## config.mk

```make
export PLATFORM = sky130hd
export DESIGN_NAME = data_mem_lsu_pipe
export DESIGN_NICKNAME = d
export VERILOG_FILES = /design/src/rtl/data_mem_lsu_pipe.sv
export SDC_FILE = /design/constraint.sdc
export NUM_CORES = 1
export LEC_CHECK = 0
export ABC_CLOCK_PERIOD_IN_PS = 5100
export CORE_MARGIN = 2
export CORE_UTILIZATION = 50
export CTS_CLUSTER_DIAMETER = 80
export DETAILED_ROUTE_END_ITERATION = 12
export GPL_TIMING_DRIVEN = 1
export PLACE_DENSITY = 0.85
export SKIP_CTS_REPAIR_TIMING = 1
export SLEW_MARGIN = 10
export SYNTH_ARGS = -nofsm -noshare
export SYNTH_HDL_FRONTEND = slang
export SYNTH_SLANG_ARGS = --single-unit
```

## constraint.sdc

```tcl
create_clock -name clk -period 5.1 [get_ports clk]
set_clock_uncertainty 0.2 [all_clocks]
set_input_delay 1.02 -clock clk [delete_from_list [all_inputs] [get_ports clk]]
set_output_delay 1.02 -clock clk [all_outputs]
set_load 0.05 [all_outputs]
```

## src/rtl/data_mem_lsu_pipe.sv

```systemverilog
// Pipelined load/store unit: registered memory request stage, byte-lane alignment,
// in-order load metadata tracking with sign/zero extension and misalignment rejection.
module data_mem_lsu_pipe #(
  parameter int MAX_OUTSTANDING = 4,
  parameter int ADDR_W          = 32
) (
  input  logic              clk,
  input  logic              reset_n,
  input  logic              req_valid_i,
  output logic              req_ready_o,
  input  logic [ADDR_W-1:0] req_addr_i,
  input  logic [1:0]        req_size_i,
  input  logic              req_wr_i,
  input  logic [31:0]       req_wdata_i,
  input  logic              req_zero_extnd_i,
  output logic              mem_req_valid_o,
  input  logic              mem_req_ready_i,
  output logic [ADDR_W-1:0] mem_addr_o,
  output logic              mem_wr_o,
  output logic [3:0]        mem_wstrb_o,
  output logic [31:0]       mem_wdata_o,
  input  logic              mem_rsp_valid_i,
  input  logic [31:0]       mem_rdata_i,
  output logic              rsp_valid_o,
  output logic [31:0]       rsp_rdata_o,
  output logic              misalign_o,
  output logic [ADDR_W-1:0] misalign_addr_o,
  output logic              spurious_rsp_o
);

  localparam int PTR_W = $clog2(MAX_OUTSTANDING);
  localparam int CNT_W = PTR_W + 1;

  localparam logic [1:0] SIZE_BYTE = 2'b00;
  localparam logic [1:0] SIZE_HALF = 2'b01;
  localparam logic [1:0] SIZE_WORD = 2'b10;

  typedef struct packed {
    logic [1:0] offset;
    logic [1:0] size;
    logic       zext;
  } meta_t;

  meta_t             meta_mem [MAX_OUTSTANDING];
  meta_t             head_meta;
  logic [PTR_W-1:0]  wr_ptr_reg;
  logic [PTR_W-1:0]  rd_ptr_reg;
  logic [CNT_W-1:0]  count_reg;
  logic              fifo_full;
  logic              req_accept;
  logic              req_legal;
  logic              push;
  logic              pop;
  logic [3:0]        wstrb_next;
  logic [31:0]       wdata_next;
  logic [31:0]       rdata_shifted;
  logic [31:0]       rdata_next;

  // Full is taken from the registered count only; a pop in the same cycle does not reopen ready.
  assign fifo_full   = (count_reg == CNT_W'(MAX_OUTSTANDING));
  assign req_ready_o = (!mem_req_valid_o | mem_req_ready_i) & !fifo_full;
  assign req_accept  = req_valid_i & req_ready_o;
  assign push        = req_accept & req_legal & !req_wr_i;
  assign pop         = mem_rsp_valid_i & (count_reg != '0);
  assign head_meta   = meta_mem[rd_ptr_reg];

  always_comb begin
    req_legal  = 1'b0;
    wstrb_next = 4'b0000;
    case (req_size_i)
      SIZE_BYTE: begin
        req_legal  = 1'b1;
        wstrb_next = 4'b0001 << req_addr_i[1:0];
      end
      SIZE_HALF: begin
        req_legal  = !req_addr_i[0];
        wstrb_next = 4'b0011 << req_addr_i[1:0];
      end
      SIZE_WORD: begin
        req_legal  = (req_addr_i[1:0] == 2'b00);
        wstrb_next = 4'hF;
      end
      default: ;
    endcase
  end

  // Replicate store data so whichever lanes the strobe enables carry the right bytes.
  for (genvar gi = 0; gi < 4; gi++) begin : g_wlane
    assign wdata_next[8*gi +: 8] =
      (req_size_i == SIZE_BYTE) ? req_wdata_i[7:0] :
      (req_size_i == SIZE_HALF) ? req_wdata_i[8*(gi%2) +: 8] :
                                  req_wdata_i[8*gi +: 8];
  end

  assign rdata_shifted = mem_rdata_i >> {head_meta.offset, 3'b000};

  always_comb begin
    rdata_next = rdata_shifted;
    case (head_meta.size)
      SIZE_BYTE: rdata_next = head_meta.zext ? {24'd0, rdata_shifted[7:0]}
                                             : {{24{rdata_shifted[7]}}, rdata_shifted[7:0]};
      SIZE_HALF: rdata_next = head_meta.zext ? {16'd0, rdata_shifted[15:0]}
                                             : {{16{rdata_shifted[15]}}, rdata_shifted[15:0]};
      default:   rdata_next = rdata_shifted;
    endcase
  end

  // Metadata storage carries no reset; only the pointers and count define validity.
  always_ff @(posedge clk) begin
    if (push) begin
      meta_mem[wr_ptr_reg] <= '{offset: req_addr_i[1:0], size: req_size_i, zext: req_zero_extnd_i};
    end
  end

  always_ff @(posedge clk or negedge reset_n) begin
    if (!reset_n) begin
      mem_req_valid_o <= 1'b0;
      mem_addr_o      <= '0;
      mem_wr_o        <= 1'b0;
      mem_wstrb_o     <= 4'b0000;
      mem_wdata_o     <= '0;
      rsp_valid_o     <= 1'b0;
      rsp_rdata_o     <= '0;
      misalign_o      <= 1'b0;
      misalign_addr_o <= '0;
      spurious_rsp_o  <= 1'b0;
      wr_ptr_reg      <= '0;
      rd_ptr_reg      <= '0;
      count_reg       <= '0;
    end else begin
      if (req_accept && req_legal) begin
        mem_req_valid_o <= 1'b1;
        mem_addr_o      <= {req_addr_i[ADDR_W-1:2], 2'b00};
        mem_wr_o        <= req_wr_i;
        mem_wstrb_o     <= req_wr_i ? wstrb_next : 4'b0000;
        mem_wdata_o     <= req_wr_i ? wdata_next : 32'd0;
      end else if (mem_req_ready_i) begin
        mem_req_valid_o <= 1'b0;
      end

      misalign_o <= req_accept & !req_legal;
      if (req_accept && !req_legal) begin
        misalign_addr_o <= req_addr_i;
      end

      rsp_valid_o    <= pop;
      spurious_rsp_o <= mem_rsp_valid_i & !pop;
      if (pop) begin
        rsp_rdata_o <= rdata_next;
        rd_ptr_reg  <= rd_ptr_reg + PTR_W'(1);
      end
      if (push) begin
        wr_ptr_reg <= wr_ptr_reg + PTR_W'(1);
      end

      case ({push, pop})
        2'b10:   count_reg <= count_reg + CNT_W'(1);
        2'b01:   count_reg <= count_reg - CNT_W'(1);
        default: count_reg <= count_reg;
      endcase
    end
  end

endmodule

```

Figure 1. Where the registers sit (run 1).
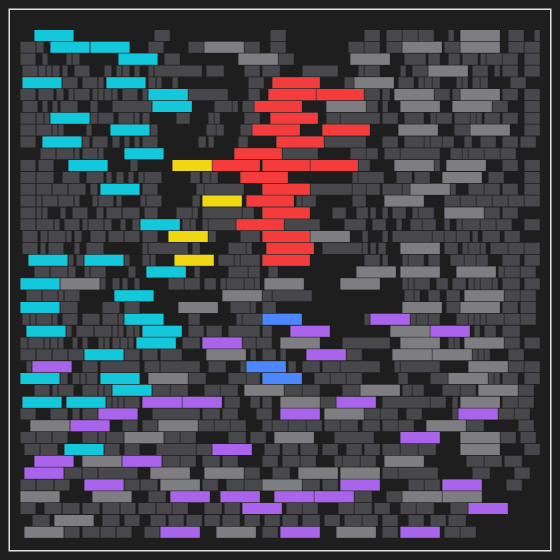
purple -> mem_addr_o  # sequential cells 30
blue -> count_reg  # sequential cells 3
cyan -> mem_wdata_o  # sequential cells 32, where a column on the left
red -> meta_mem  # sequential cells 20
yellow -> mem_wstrb_o  # sequential cells 4
not coloured = 73

Figure 2. Clock wires, drivers and flops (run 1).
Scale bar: 20 um.
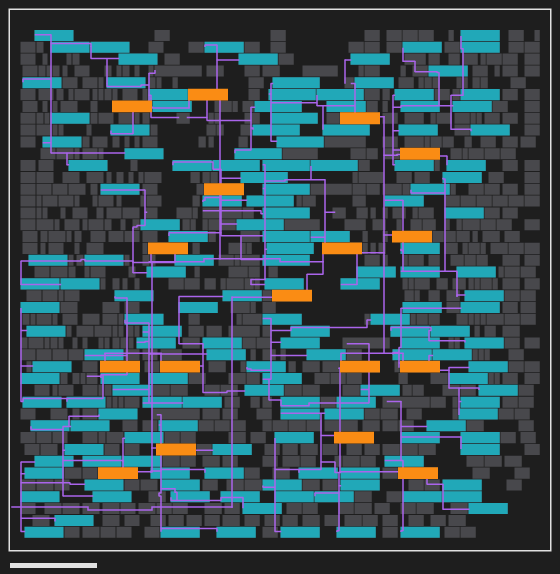
cyan -> flip-flops  # count 162
orange -> clock drivers  # count 17
purple -> clock wires  # length 1950 um
routed clock nets = 18

==> flow_summary.toml, run 1 <==
# physical design summary
[min_path]
holdPathStages = 2
min_to = "rsp_rdata_o[4]"
hold_class = "flop to flop"
worstHoldStart = "rsp_rdata_o[4]"

[pwr]
leakage_uw = 0.004438
top_power_group = "combinational logic"
p_seq_frac = 0.290
ir_drop_uv = 501.0
pg_clk_uw = 1400
clock_power_share = 0.199
pg_seq_uw = 2040
combPwrFrac = 0.511
power.switching_uw = 3126
swShare = 0.4453
comb_cell_power_uw = 3580
p_total_uw = 7020
power-per-cell-area_nw_per_um2 = 675.1

[cells_and_area]
n_antenna_cell = 1
layout-drive-gt1-share = 0.1354
fin_area_um2 = 10400
fillerInstances = 907
comb_share = 0.2768
final_cells = 1023
combGateArea_um2 = 2878
buffers = 247
mostFrequentLayoutCell = "clkdlybuf4s50_1"
seq_area_frac = 0.3995
flop_area_um2 = 4154
comb.multi_input.count = 394
seq_cells = 162
syn2layout_area_growth_pct = 43.97
buf_share = 0.2362
n_all_inverters = 7
fin_util = 0.7433
nClkBuffers = 21
reg_top3 = "mem_wdata_o: 32 flops, misalign_addr_o: 32 flops, rsp_rdata_o: 32 flops"
clk_share = 0.06306
nets = 940
final_cell_mix = "239 x clkdlybuf4s50_1, 142 x dfrtp_1, 129 x nand2_1"

[global_routing]
grt.total_usage = 0.2550
grt_max_degree = 105
met1_usage = 0.2819
grt_pass1_vias = 5665
grt_pass1_wl_mm = 29.44
gr-total-overflow = 0
use_met2 = 0.4447
busiest_layer = "met2"
antenna_found_initial = 1
gr-usage-met3 = 0.08837

[sta]
report.final.setup_viol = 0
worstMarginPinSlew_ns = 1.102
slew_viol_final = 0
final.setup.tns_ns = 0
clock.fmax_mhz = 246.5
fin_ws_ns = 1.042
slew_headroom = 0.2656
final_hold_viol_count = 0
rsz0062_at_grt = "false"
post-route-period-util = 0.7956
period_minus_slack_ns = 4.058
whs_ns = 0.2745

[floorplan]
ios = 243
die_w_um = 124.2
tap_cells = 180
dieArea_um2 = 15420
core_um2 = 13990
rows = 43
fp_util = 0.5163
die_y_um = 124.2

[synthesis]
netlist_top_cells_count = "142 x dfrtp_1, 129 x nand2_1, 54 x mux2_2"
synthSimpleGateAreaFrac = 0.1090
mux_share = 0.1913
synthTopLogicFamily = "multiplexers"
synth_area_um2 = 7222
ys_chip_area_um2 = 7222
ys.flops = 162
yosysWarnings = 0
ff_type = "dfrtp_1"
synth-edff-count = 20
ys_seq_share = 0.5752
syn_inst = 602
yosysCellCount = 602
top_area_cell = "dfrtp_1"
top_cell_area_share = 0.4920
async_reset_ff_frac = 0.8765
syn_avg_cell_area_um2 = 12.00
adder_share = 0.01143
yosys.cell_types.count = 44
synthAoiAreaFrac = 0.07450
yosys.area_share.xor_xnor = 0.008489

[routing]
top_layer_used = "met4"
routed_wl_mm = 19.09
met1_length_mm = 7.171
vias_per_cell = 5.399
wl_met2_mm = 9.635
ant_nets = 0
drc = 0
vias = 5523
wl_per_cell_um = 18.66
dr_wl_met3_mm = 1.734
first_pass_iters = 5
drt_iter0_drc = 409

[placement]
gp_congestion = 0.9397
port_buffers = 240
dpl_cell_area_um2 = 9739
pre_cts_ws_ns = 1.001

[run_status]
status = "completed"

[run]
cap_violations = 0
warnings = 31

[setup_path]
crit_type = "input pin to output pin"
reg2reg_depth = 5
regToRegEndpoint = "rsp_rdata_o[20]"
r2r_setup_slack_ns = 2.15
critical_path.most_common_cell = "clkdlybuf4s50_1"
end_kind = "output pin"
crit_chain = "clkdlybuf4s50_1, nor2b_1, a31oi_1, clkdlybuf4s50_1"
path_depth = 4
crit_slowest_cell = "clkdlybuf4s50_1"
rr_startpoint = "rd_ptr_reg[0]"
critPathArrivalTime_ns = 2.84
start_kind = "input pin"
crit_fanout = 3
cpPeakStageDelay_ns = 0.92
crit_buf_inv = 2
endpoint = "req_ready_o"
critPathTopFamily = "buffers and inverters"
required_ns = 3.88
cp-startpoint = "mem_req_ready_i"

[clock_network]
clock_latency_ns = 0.42
cts_inserted_buffers = 17
clockRootBuffer = "clkbuf_16"
clock_sinks = 162
cts_tree = "built"
Figure 3. Met4 routing (run 1).
Supply wires on this layer in grey.
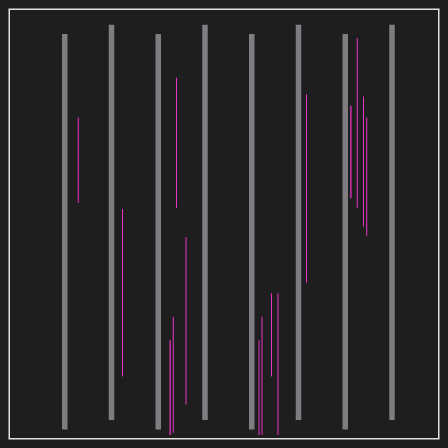
longest straight run = 54.4 um
main direction = vertical
wire length on this layer = 546 um
nets with wire on the layer = 12

==> run 2: changes to the inputs <==
--- a/config.mk
+++ b/config.mk
@@ -5,13 +5,13 @@
 export SDC_FILE = /design/constraint.sdc
 export NUM_CORES = 1
 export LEC_CHECK = 0
-export ABC_CLOCK_PERIOD_IN_PS = 5100
+export ABC_CLOCK_PERIOD_IN_PS = 4200
 export CORE_MARGIN = 2
-export CORE_UTILIZATION = 50
+export CORE_UTILIZATION = 46
 export CTS_CLUSTER_DIAMETER = 80
 export DETAILED_ROUTE_END_ITERATION = 12
 export GPL_TIMING_DRIVEN = 1
-export PLACE_DENSITY = 0.85
+export PLACE_DENSITY = 0.79
 export SKIP_CTS_REPAIR_TIMING = 1
 export SLEW_MARGIN = 10
 export SYNTH_ARGS = -nofsm -noshare
==> constraint.sdc (replaced) <==
create_clock -name clk -period 4.2 [get_ports clk]
set_clock_uncertainty 0.2 [all_clocks]
set_input_delay 0.84 -clock clk [delete_from_list [all_inputs] [get_ports clk]]
set_output_delay 0.84 -clock clk [all_outputs]
set_load 0.05 [all_outputs]
Figure 4. Met4 routing (run 2).
Supply wires on this layer in grey.
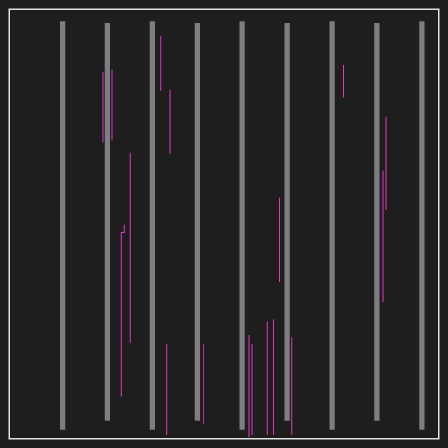
longest straight run = 57.1 um
main direction = vertical
nets with wire on the layer = 14
share of all routed wire = 2.5%
wire length on this layer = 496 um
Total Wirelength: 19.66 mm
Vias: 5613

==> run 2 against run 1 <==
Net effect:
- cell count increased by 3.3%
- count of clock-buffer cells in the layout decreased by 3
- first-iteration DRC count decreased by 27%
- utilization decreased by 6.0 points
- die size increased by 8.4%
- cell area increased by 0.24%
- worst setup slack got worse by 0.47 ns
- worst hold slack about the same
- combinational power increased by 22%
==> flow_summary.toml, run 2 <==
# physical design summary
[cells_and_area]
comb_share = 0.2761
layout-drive-gt1-share = 0.1407
final_cells = 1057
mostFrequentLayoutCell = "clkdlybuf4s50_1"
clk_share = 0.05894
final_cell_mix = "239 x clkdlybuf4s50_1, 142 x dfrtp_1, 129 x nand2_1"
fin_util = 0.6831
combGateArea_um2 = 2878
n_antenna_cell = 0
seq_cells = 162
fin_area_um2 = 10420
reg_top3 = "mem_wdata_o: 32 flops, misalign_addr_o: 32 flops, rsp_rdata_o: 32 flops"
fillerInstances = 1121
comb.multi_input.count = 394
flop_area_um2 = 4154
nets = 944
buffers = 251
seq_area_frac = 0.3986
nClkBuffers = 18

[setup_path]
path_depth = 4
crit_buf_inv = 2
crit_fanout = 3
regToRegEndpoint = "rsp_rdata_o[20]"
critical_path.most_common_cell = "clkdlybuf4s50_1"
required_ns = 3.16
r2r_setup_slack_ns = 1.29
start_kind = "input pin"
reg2reg_depth = 5
cp-startpoint = "mem_req_ready_i"
critPathTopFamily = "buffers and inverters"
crit_chain = "clkdlybuf4s50_1, nor2b_1, a31oi_1, clkdlybuf4s50_1"

[pwr]
leakage_uw = 0.004439
clock_power_share = 0.189
p_total_uw = 8454
pg_clk_uw = 1600
top_power_group = "combinational logic"
combPwrFrac = 0.517
comb_cell_power_uw = 4370
swShare = 0.4528
p_seq_frac = 0.293

[global_routing]
grt.total_usage = 0.2421
grt_max_degree = 105
busiest_layer = "met2"
use_met2 = 0.4238
gr-total-overflow = 0
antenna_found_initial = 0
grt_pass1_wl_mm = 30.84
gr-usage-met3 = 0.08794
grt_pass1_vias = 5917

[routing]
top_layer_used = "met4"
met1_length_mm = 7.471
wl_per_cell_um = 18.60
dr_wl_met3_mm = 1.721
first_pass_iters = 4
vias_per_cell = 5.310
ant_nets = 0
drc = 0
wl_met2_mm = 9.972

[synthesis]
yosys.area_share.xor_xnor = 0.008489
synthAoiAreaFrac = 0.07450
adder_share = 0.01143
ys_chip_area_um2 = 7222
syn_inst = 602
yosysCellCount = 602
yosysWarnings = 0
ys_seq_share = 0.5752
mux_share = 0.1913
async_reset_ff_frac = 0.8765
top_cell_area_share = 0.4920
synth-edff-count = 20
synthTopLogicFamily = "multiplexers"
synth_area_um2 = 7222

[min_path]
min_to = "rsp_rdata_o[4]"
hold_class = "flop to flop"
worstHoldStart = "rsp_rdata_o[4]"

[run_status]
status = "completed"

[sta]
slew_headroom = 0.2733
fin_ws_ns = 0.5688
final.setup.tns_ns = 0
final_hold_viol_count = 0
slew_viol_final = 0
post-route-period-util = 0.8646
period_minus_slack_ns = 3.631
report.final.setup_viol = 0
rsz0062_at_grt = "false"

[placement]
gp_congestion = 0.8648
pre_cts_ws_ns = 0.5439
port_buffers = 240

[clock_network]
cts_tree = "built"
clock_sinks = 162
cts_inserted_buffers = 17

[floorplan]
fp_util = 0.4733
core_um2 = 15260
dieArea_um2 = 16720
tap_cells = 211
die_w_um = 129.3
ios = 243

[run]
cap_violations = 0
Figure 5. Clock wires, drivers and flops (run 2).
Scale bar: 50 um.
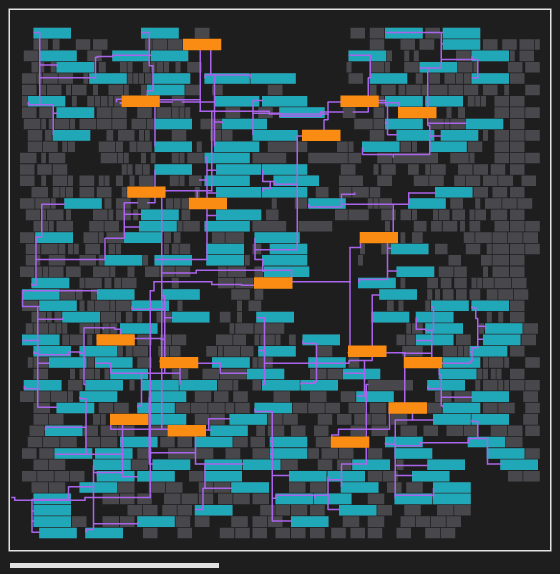
cyan -> flip-flops  # count 162
orange -> clock drivers  # count 17
purple -> clock wires  # length 1850 um
routed clock nets = 18

==> run 3: changes to the inputs <==
--- a/config.mk
+++ b/config.mk
@@ -6,12 +6,14 @@
 export NUM_CORES = 1
 export LEC_CHECK = 0
 export ABC_CLOCK_PERIOD_IN_PS = 4200
+export CORE_ASPECT_RATIO = 0.75
 export CORE_MARGIN = 2
-export CORE_UTILIZATION = 46
+export CORE_UTILIZATION = 63
 export CTS_CLUSTER_DIAMETER = 80
 export DETAILED_ROUTE_END_ITERATION = 12
+export DONT_BUFFER_PORTS = 1
 export GPL_TIMING_DRIVEN = 1
-export PLACE_DENSITY = 0.79
+export PLACE_DENSITY = 0.77
 export SKIP_CTS_REPAIR_TIMING = 1
 export SLEW_MARGIN = 10
 export SYNTH_ARGS = -nofsm -noshare
Figure 6. Clock wires, drivers and flops (run 3).
Scale bar: 50 um.
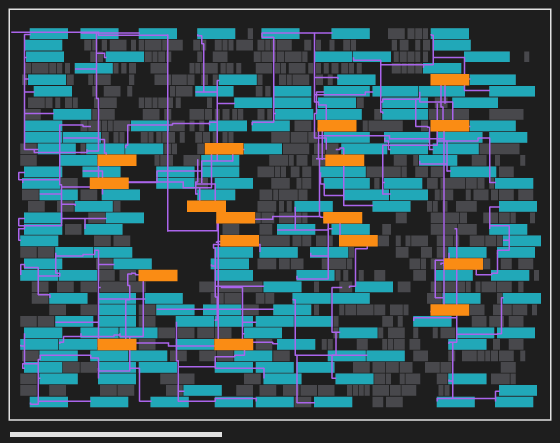
purple -> clock wires  # length 1810 um
cyan -> flip-flops  # count 162
orange -> clock drivers  # count 17
flops lie = widely spread

==> run 3 against run 2 <==
Net effect:
- the run now ends with hold timing left
- sequential share of layout area increased by 13 points
- worst setup slack improved by 0.67 ns
- register-to-register slack got worse by 0.06 ns
- global-route usage increased by 2.3 points
- first-iteration DRC count increased by 30%
- non-clock buffer count decreased by 248
- die size decreased by 26%
- combinational power decreased by about 70%
- utilization increased by 2.7 points
- synthesized area unchanged
- cell area decreased by 25%
- sequential cell count unchanged
==> flow_summary.toml, run 3 <==
# physical design summary
[run_status]
status = "finished, violations left"
violations = "hold timing"

[synthesis]
yosysWarnings = 0
synth-edff-count = 20
mux_share = 0.1913
synth_area_um2 = 7222
synthTopLogicFamily = "multiplexers"
syn_inst = 602
ys.flops = 162
netlist_top_cells_count = "142 x dfrtp_1, 129 x nand2_1, 54 x mux2_2"

[global_routing]
antenna_found_initial = 0
met1_usage = 0.3425
grt_max_degree = 143
use_met2 = 0.4031
grt_pass1_wl_mm = 25.47
grt_pass1_vias = 4698
gr-total-overflow = 0

[pwr]
pg_seq_uw = 4370
comb_cell_power_uw = 1300
pg_clk_uw = 1570
top_power_group = "registers"
swShare = 0.5002
combPwrFrac = 0.180

[cells_and_area]
nClkBuffers = 18
final_cells = 738
flop_area_um2 = 4154
fillerInstances = 756
layout-drive-gt1-share = 0.1839
nets = 696
n_all_inverters = 7
buf_share = 0.002864
comb_share = 0.3668
mostFrequentLayoutCell = "dfrtp_1"
comb.multi_input.count = 394

[sta]
final_hold_viol_count = 142
post-route-period-util = 0.7062
report.final.setup_viol = 0
slew_viol_final = 0
rsz0062_at_grt = "false"
fin_ws_ns = 1.234
worstMarginPinSlew_ns = 1.062
slew_headroom = 0.2920
whs_ns = -0.08783
clock.fmax_mhz = 337.1
final.setup.tns_ns = 0
period_minus_slack_ns = 2.966

[setup_path]
crit_chain = "mux4_2, mux2i_1, o21ai_2, o21ai_4, o211ai_1"
end_kind = "flop"
path_depth = 5
critPathArrivalTime_ns = 3.02
cp-startpoint = "rd_ptr_reg[0]"
endpoint = "rsp_rdata_o[16]"
critPathTopFamily = "multiplexers"
start_kind = "flop"
crit_slowest_cell = "mux4_2"
cpPeakStageDelay_ns = 0.86

[routing]
wl_per_cell_um = 21.61
top_layer_used = "met4"
vias = 4460

[floorplan]
dieArea_um2 = 12350
rows = 33
ios = 243
core_um2 = 11070
die_y_um = 96.73

[clock_network]
cts_inserted_buffers = 17
cts_tree = "built"
clock_latency_ns = 0.42

[placement]
port_buffers = 0
dpl_cell_area_um2 = 7262
gp_congestion = 0.8409

[min_path]
hold_class = "input pin to asynchronous set/reset pin"
Figure 7. Sizing map (run 3).
Scale bar: 50 um.
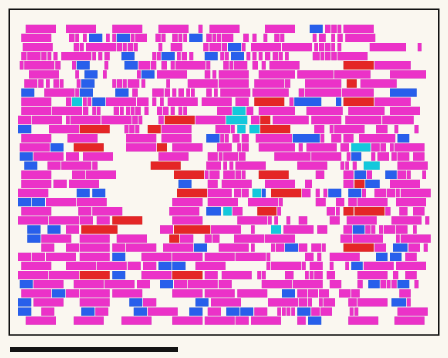
magenta -> _0 and _1 cells  # cells 488, share 82%, most used dfrtp_1
blue -> _2 cells  # cells 73, share 12%, most used mux2_2
cyan -> _3 and _4 cells  # cells 10, share 1.7%
red -> _6 and larger  # cells 27, share 4.5%, most used clkbuf_16
Signal buffers: 3
Finished Cell Area: 7863 um^2
Synth-to-Final Area Change: 8.870%

No activity file was given, so power comes from the tool's default toggle rates.
